File: config.mk
export PLATFORM = sky130hd
export DESIGN_NAME = lc3_dmem_responder
export DESIGN_NICKNAME = d
export VERILOG_FILES = /design/src/rtl/lc3_dmem_responder_pkg.sv /design/src/rtl/dmem_sram_1p.sv /design/src/rtl/lc3_dmem_responder.sv
export SDC_FILE = /design/constraint.sdc
export NUM_CORES = 2
export LEC_CHECK = 0
export CAP_MARGIN = 30
export CORE_MARGIN = 5
export CORE_UTILIZATION = 51
export CTS_CLUSTER_SIZE = 12
export DETAILED_ROUTE_END_ITERATION = 10
export PLACE_DENSITY = 0.69
export SYNTH_ARGS = -nofsm -noshare
export SYNTH_HDL_FRONTEND = slang
export SYNTH_HIERARCHICAL = 1
export SYNTH_SLANG_ARGS = --single-unit
File: constraint.sdc
create_clock -name clock -period 4.3 [get_ports clock]
set_input_delay 0.645 -clock clock [delete_from_list [all_inputs] [get_ports clock]]
set_output_delay 0.645 -clock clock [all_outputs]
set_load 0.02 [all_outputs]
File: src/rtl/lc3_dmem_responder_pkg.sv
//------------------------------------------------------------------------------
// dmem_pkg_hdl : shared types and constants for the LC3 data-memory responder
// Revision     : 1.0
//------------------------------------------------------------------------------
`default_nettype none

package dmem_pkg_hdl;

  localparam int DMEM_DATA_W     = 16;
  localparam int DMEM_ADDR_BUS_W = 16;

  typedef enum logic [1:0] {
    IDLE = 2'd0,
    WAIT = 2'd1,
    DONE = 2'd2
  } dmem_state_t;

  typedef logic [DMEM_DATA_W-1:0] dmem_word_t;

endpackage

`default_nettype wire

File: src/rtl/dmem_sram_1p.sv
//------------------------------------------------------------------------------
// dmem_sram_1p : single-port synchronous word array, registered read, no reset
// Revision     : 1.0
//------------------------------------------------------------------------------
`default_nettype none

module dmem_sram_1p #(
  parameter int ADDR_W = 8,
  parameter int DATA_W = 16
) (
  input  logic              clock,
  input  logic              we,
  input  logic [ADDR_W-1:0] addr,
  input  logic [DATA_W-1:0] wdata,
  output logic [DATA_W-1:0] rdata
);

  logic [DATA_W-1:0] mem [0:(2**ADDR_W)-1];

  always_ff @(posedge clock) begin
    if (we) begin
      mem[addr] <= wdata;
    end
    rdata <= mem[addr];
  end

endmodule

`default_nettype wire

File: src/rtl/lc3_dmem_responder.sv
//------------------------------------------------------------------------------
// lc3_dmem_responder : data-memory slave with programmable wait states
// Revision           : 1.0
//------------------------------------------------------------------------------
`default_nettype none

module lc3_dmem_responder
  import dmem_pkg_hdl::*;
#(
  parameter int ADDR_W  = 8,
  parameter int DATA_W  = 16,
  parameter int LATENCY = 2,
  parameter int STRICT  = 0
) (
  input  logic                       clock,
  input  logic                       reset,
  input  logic                       Data_en,
  input  logic                       Data_rd,
  input  logic [DMEM_ADDR_BUS_W-1:0] Data_addr,
  input  logic [DATA_W-1:0]          Data_din,
  output logic [DATA_W-1:0]          Data_dout,
  output logic                       complete_data,
  output logic                       busy,
  output logic                       addr_err
);

  localparam bit         HAS_WAIT = (LATENCY > 0);
  localparam logic [3:0] LAT_M1   = HAS_WAIT ? 4'(LATENCY - 1) : 4'd0;

  dmem_state_t       state, state_next;
  logic [3:0]        cnt;
  logic [ADDR_W-1:0] addr_q;
  logic [DATA_W-1:0] din_q;
  logic [DATA_W-1:0] dout_q;
  logic              rd_q;
  logic              err_q;
  logic              accept;
  logic              upper_nz;
  logic              read_done;
  logic              ram_we;
  logic [ADDR_W-1:0] ram_addr;
  logic [DATA_W-1:0] ram_rdata;

  generate
    if (STRICT != 0 && ADDR_W < DMEM_ADDR_BUS_W) begin : g_strict
      assign upper_nz = |Data_addr[DMEM_ADDR_BUS_W-1:ADDR_W];
    end else begin : g_alias
      logic unused_upper;
      assign unused_upper = ^Data_addr;
      assign upper_nz     = 1'b0;
    end
  endgenerate

  assign accept    = (state == IDLE) && Data_en;
  assign read_done = (state == DONE) && rd_q && !err_q;
  assign ram_we    = (state == DONE) && !rd_q && !err_q;
  // Address the array from the live bus in IDLE so a zero-latency read has data on entering DONE.
  assign ram_addr  = (state == IDLE) ? Data_addr[ADDR_W-1:0] : addr_q;

  always_ff @(posedge clock or negedge reset) begin
    if (!reset) begin
      state <= IDLE;
    end else begin
      state <= state_next;
    end
  end

  always_comb begin
    state_next = state;
    case (state)
      IDLE: begin
        if (Data_en) begin
          state_next = HAS_WAIT ? WAIT : DONE;
        end
      end
      WAIT: begin
        if (cnt == 4'd0) begin
          state_next = DONE;
        end
      end
      DONE:    state_next = IDLE;
      default: state_next = IDLE;
    endcase
  end

  always_ff @(posedge clock or negedge reset) begin
    if (!reset) begin
      cnt    <= 4'd0;
      addr_q <= '0;
      din_q  <= '0;
      rd_q   <= 1'b0;
      err_q  <= 1'b0;
      dout_q <= '0;
    end else begin
      if (accept) begin
        addr_q <= Data_addr[ADDR_W-1:0];
        din_q  <= Data_din;
        rd_q   <= Data_rd;
        err_q  <= upper_nz;
        cnt    <= LAT_M1;
      end else if (state == WAIT && cnt != 4'd0) begin
        cnt <= cnt - 4'd1;
      end
      if (read_done) begin
        dout_q <= ram_rdata;
      end
    end
  end

  assign Data_dout     = read_done ? ram_rdata : dout_q;
  assign complete_data = (state == DONE) && !err_q;
  assign addr_err      = (state == DONE) && err_q;
  assign busy          = (state != IDLE);

  dmem_sram_1p #(
    .ADDR_W (ADDR_W),
    .DATA_W (DATA_W)
  ) u_sram (
    .clock (clock),
    .we    (ram_we),
    .addr  (ram_addr),
    .wdata (din_q),
    .rdata (ram_rdata)
  );

endmodule

`default_nettype wire
Fig. 1: sequential cells coloured by netlist name
Drawn at 1 px/um. Other sequential cells in the stronger grey, the rest of the logic in the fainter grey.
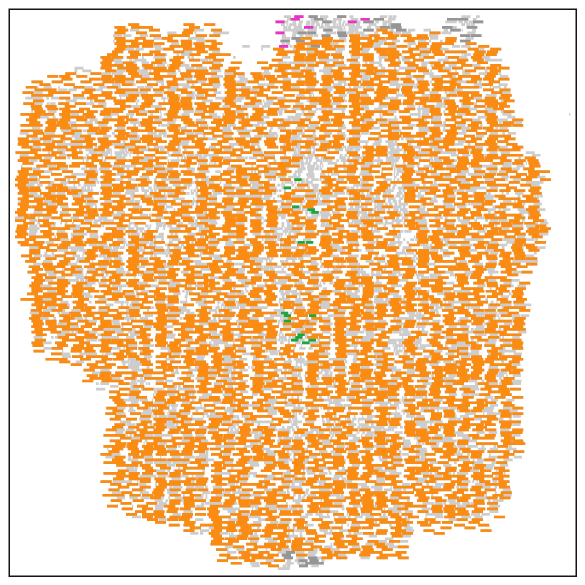
Key: magenta = addr_q [sequential cells 8, where top centre]; green = u_sram/rdata [sequential cells 16, where centre]; orange = u_sram/mem [sequential cells 4096, where all over the die]
Another 39 sequential cells are not coloured.

Fig. 2: signal wires on met2
Drawn at 1 px/um.
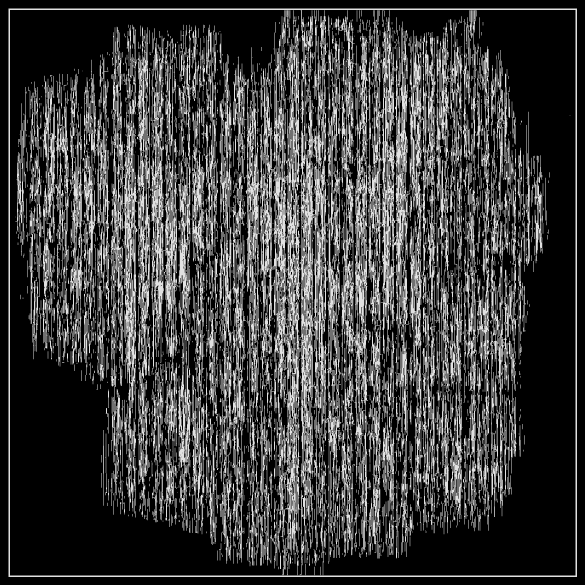
6952 nets have wire on it. The layer carries 186 mm of wire. The layer holds 48% of the routed length.

==> flow_metrics.py <==
# Metrics from the implementation run
metrics = {
    "synthesis": {
        "synth_cells": 6857,
        "synth.mux.area_fraction": 0.1502,
        "syn-cell-area_mm2": 0.1574,
        "edf_count": 4096,
        "synth_area_leader_cell": "edfxtp_1",
        "flop_cell": "edfxtp_1",
        "syn_area_per_cell_um2": 22.95,
        "ys_seq_share": 0.7911,
        "synthAdderAreaFrac": 0.0001590,
        "yosys.cell_types.count": 37,
        "synth_warnings": 6,
        "ys_cells": 6857,
        "topCombFamilyByArea": "multiplexers",
        "async_flop_share": 0.01130,
        "xor_share": 0,
        "synth.top_cells.by_count": "edfxtp_1 (4096), mux4_2 (1024), a22oi_1 (512)",
        "ys_ff": 4159,
        "yosys.area.top_type_share": 0.7816,
        "synth.most_common_cell": "edfxtp_1",
        "simple_gate_share": 0.009621,
        "ys_sh_aoi": 0.03628,
        "syn_nets": 6895,
        "ys_top_cells_by_area": "edfxtp_1 (78%), mux4_2 (15%), a22oi_1 (2.4%)",
        "ys_chip_area_mm2": 0.1574,
    },
    "floorplanning": {
        "nWellTaps": 4120,
        "ios": 55,
        "fp_util": 0.5108,
        "rows": 204,
        "dieArea_mm2": 0.3198,
        "die_width_um": 565.5,
        "fp.dieH_um": 565.5,
        "coreArea_mm2": 0.3081,
    },
    "finish": {
        "nNonClkBuffers": 719,
        "nNonClkInverters": 4,
        "fin_util": 0.5856,
        "buf_share": 0.04064,
        "area_growth_pct": 14.65,
        "dominant_cells": "flip-flops and latches",
        "n_antenna_cell": 11,
        "top_register": "u_sram/mem",
        "nets": 7605,
        "comb_area_frac": 0.1730,
        "sh_seq_area": 0.6903,
        "comb_cells": 2269,
        "fill_cells": 21230,
        "layout_top_cells": "edfxtp_1 (4096), mux4_2 (1024), buf_4 (529)",
        "clockNetworkAreaShare": 0.06717,
        "fin_cells": 11960,
        "seq_area_mm2": 0.1246,
        "clkbuf_count": 572,
        "design_area_mm2": 0.1804,
        "largest_reg_flops": 4096,
        "ff_count": 4159,
        "drive_gt1_frac": 0.2960,
        "logic_area_mm2": 0.03122,
    },
    "final_timing": {
        "max_freq_ghz": 0.2350,
        "maxSlewViolCount": 105,
        "hold_slack_ps": 164.5,
        "max_slew_margin": -0.1236,
        "worst_pin_slew_ps": 1685,
        "hold_violations": 0,
        "worst_slack_ps": 44.76,
        "final-setup-viol-count": 0,
        "setup_tns_ps": 0,
        "min_period_ps": 4255,
        "min_period_over_period": 0.9896,
        "rsz0062_at_grt": "no",
    },
    "worst_setup_path": {
        "critPathLaunch": "state[0]",
        "critPathCapture": "u_sram/rdata[10]",
        "crit_fanout": 33,
        "rr_endpoint": "u_sram/rdata[10]",
        "end_kind": "flop",
        "rrSetupSlack_ps": 40,
        "cp_cell_sequence": "nor2_2 > buf_4 > mux2_2 > and2_4 > buf_12 > buf_12 > a22oi_1 > a21oi_1 > o41ai_1 > buf_4 > nand4_1",
        "ff2ff_path_depth": 11,
        "crit_slowest_cell": "o41ai_1",
        "cp_num_buf_inv": 4,
        "crit_cells": 11,
        "crit_type": "reg -> reg",
        "cp_data_arrival_time_ps": 5090,
        "cpPeakStageDelay_ps": 790,
        "cp.required_ps": 5140,
        "timing.rr.start": "state[0]",
        "startpoint_type": "flop",
    },
    "detailed_routing": {
        "drtPass1Iterations": 6,
        "finalWirelength_mm": 388.4,
        "vias": 76830,
        "drt-wirelength-per-cell_um": 32.48,
        "viasPerCell": 6.424,
        "route.detailed.drc": 0,
        "wl_met1_mm": 146.8,
        "met2_length_mm": 186.1,
        "ant_nets": 0,
        "highest_layer": "met5",
        "met3WireLength_mm": 38.64,
    },
    "power_and_ir_drop": {
        "ir_drop_uv": 637.0,
        "switchingPower_mw": 42.42,
        "p_clk_mw": 32.8,
        "cellPowerDensity_mw_per_mm2": 712.9,
        "p_seq_frac": 0.409,
        "pwr-share-comb": 0.335,
        "pg_comb_mw": 43.1,
        "clkPwrFrac": 0.255,
        "leakagePower_nw": 55.97,
        "top_power_group": "registers",
        "seq-power_mw": 52.7,
        "power.internal_mw": 86.20,
        "p_sw_frac": 0.3298,
    },
    "worst_hold_path": {
        "hp-class": "in -> async",
    },
    "global_routing": {
        "antenna_found_initial": 20,
        "met1_usage": 0.3486,
        "grt_usage": 0.2434,
        "grt_pass1_wl_mm": 561.9,
        "overflow": 0,
        "grt_use_met2": 0.3806,
        "grt_pass1_vias": 77320,
        "grtUsageMet3": 0.04438,
        "grt.busiest_layer": "met2",
        "grt_start_max_net_pins": 214,
    },
    "outcome": {
        "status": "finished with violations",
        "violations": "max-slew violations",
    },
    "flow_run": {
        "max_cap_viol_count": 0,
        "warnings": 76,
    },
    "place": {
        "dp_slack_ps": -250.0,
        "dpl_cell_area_mm2": 0.1682,
        "gp_congestion": 0.8639,
        "hpwl_mm": 232.9,
        "dp_cells": 11270,
        "io_buffers": 45,
    },
    "cts": {
        "post_cts_buffers": 0,
        "insertion_delay_ps": 950,
        "cts_tree": "built",
        "cts.htree.levels": 5,
        "clockBufferDepth": 4,
        "clk_pin_slew_ps": 60,
        "post_cts_resized": 0,
        "hold_buffers": 1,
        "clock-sinks": 4159,
        "numCtsBuffers": 414,
    },
}
Fig. 3: close-up of the layout
Window x 270 to 295, y 270 to 295 um. Cells in grey, sequential cells in the stronger grey; small squares are vias.
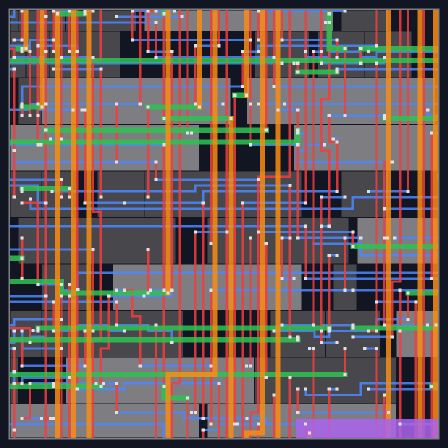
Key: purple = met5; orange = met4; blue = met1; green = met3; red = met2
Sequential cells in the window: 8. 30 logic cells have their middle in the window. Netlist names of flops here include u_sram/mem (8). Most frequent: edfxtp_1 (8), buf_4 (5).

Power and IR drop assume default switching activity.
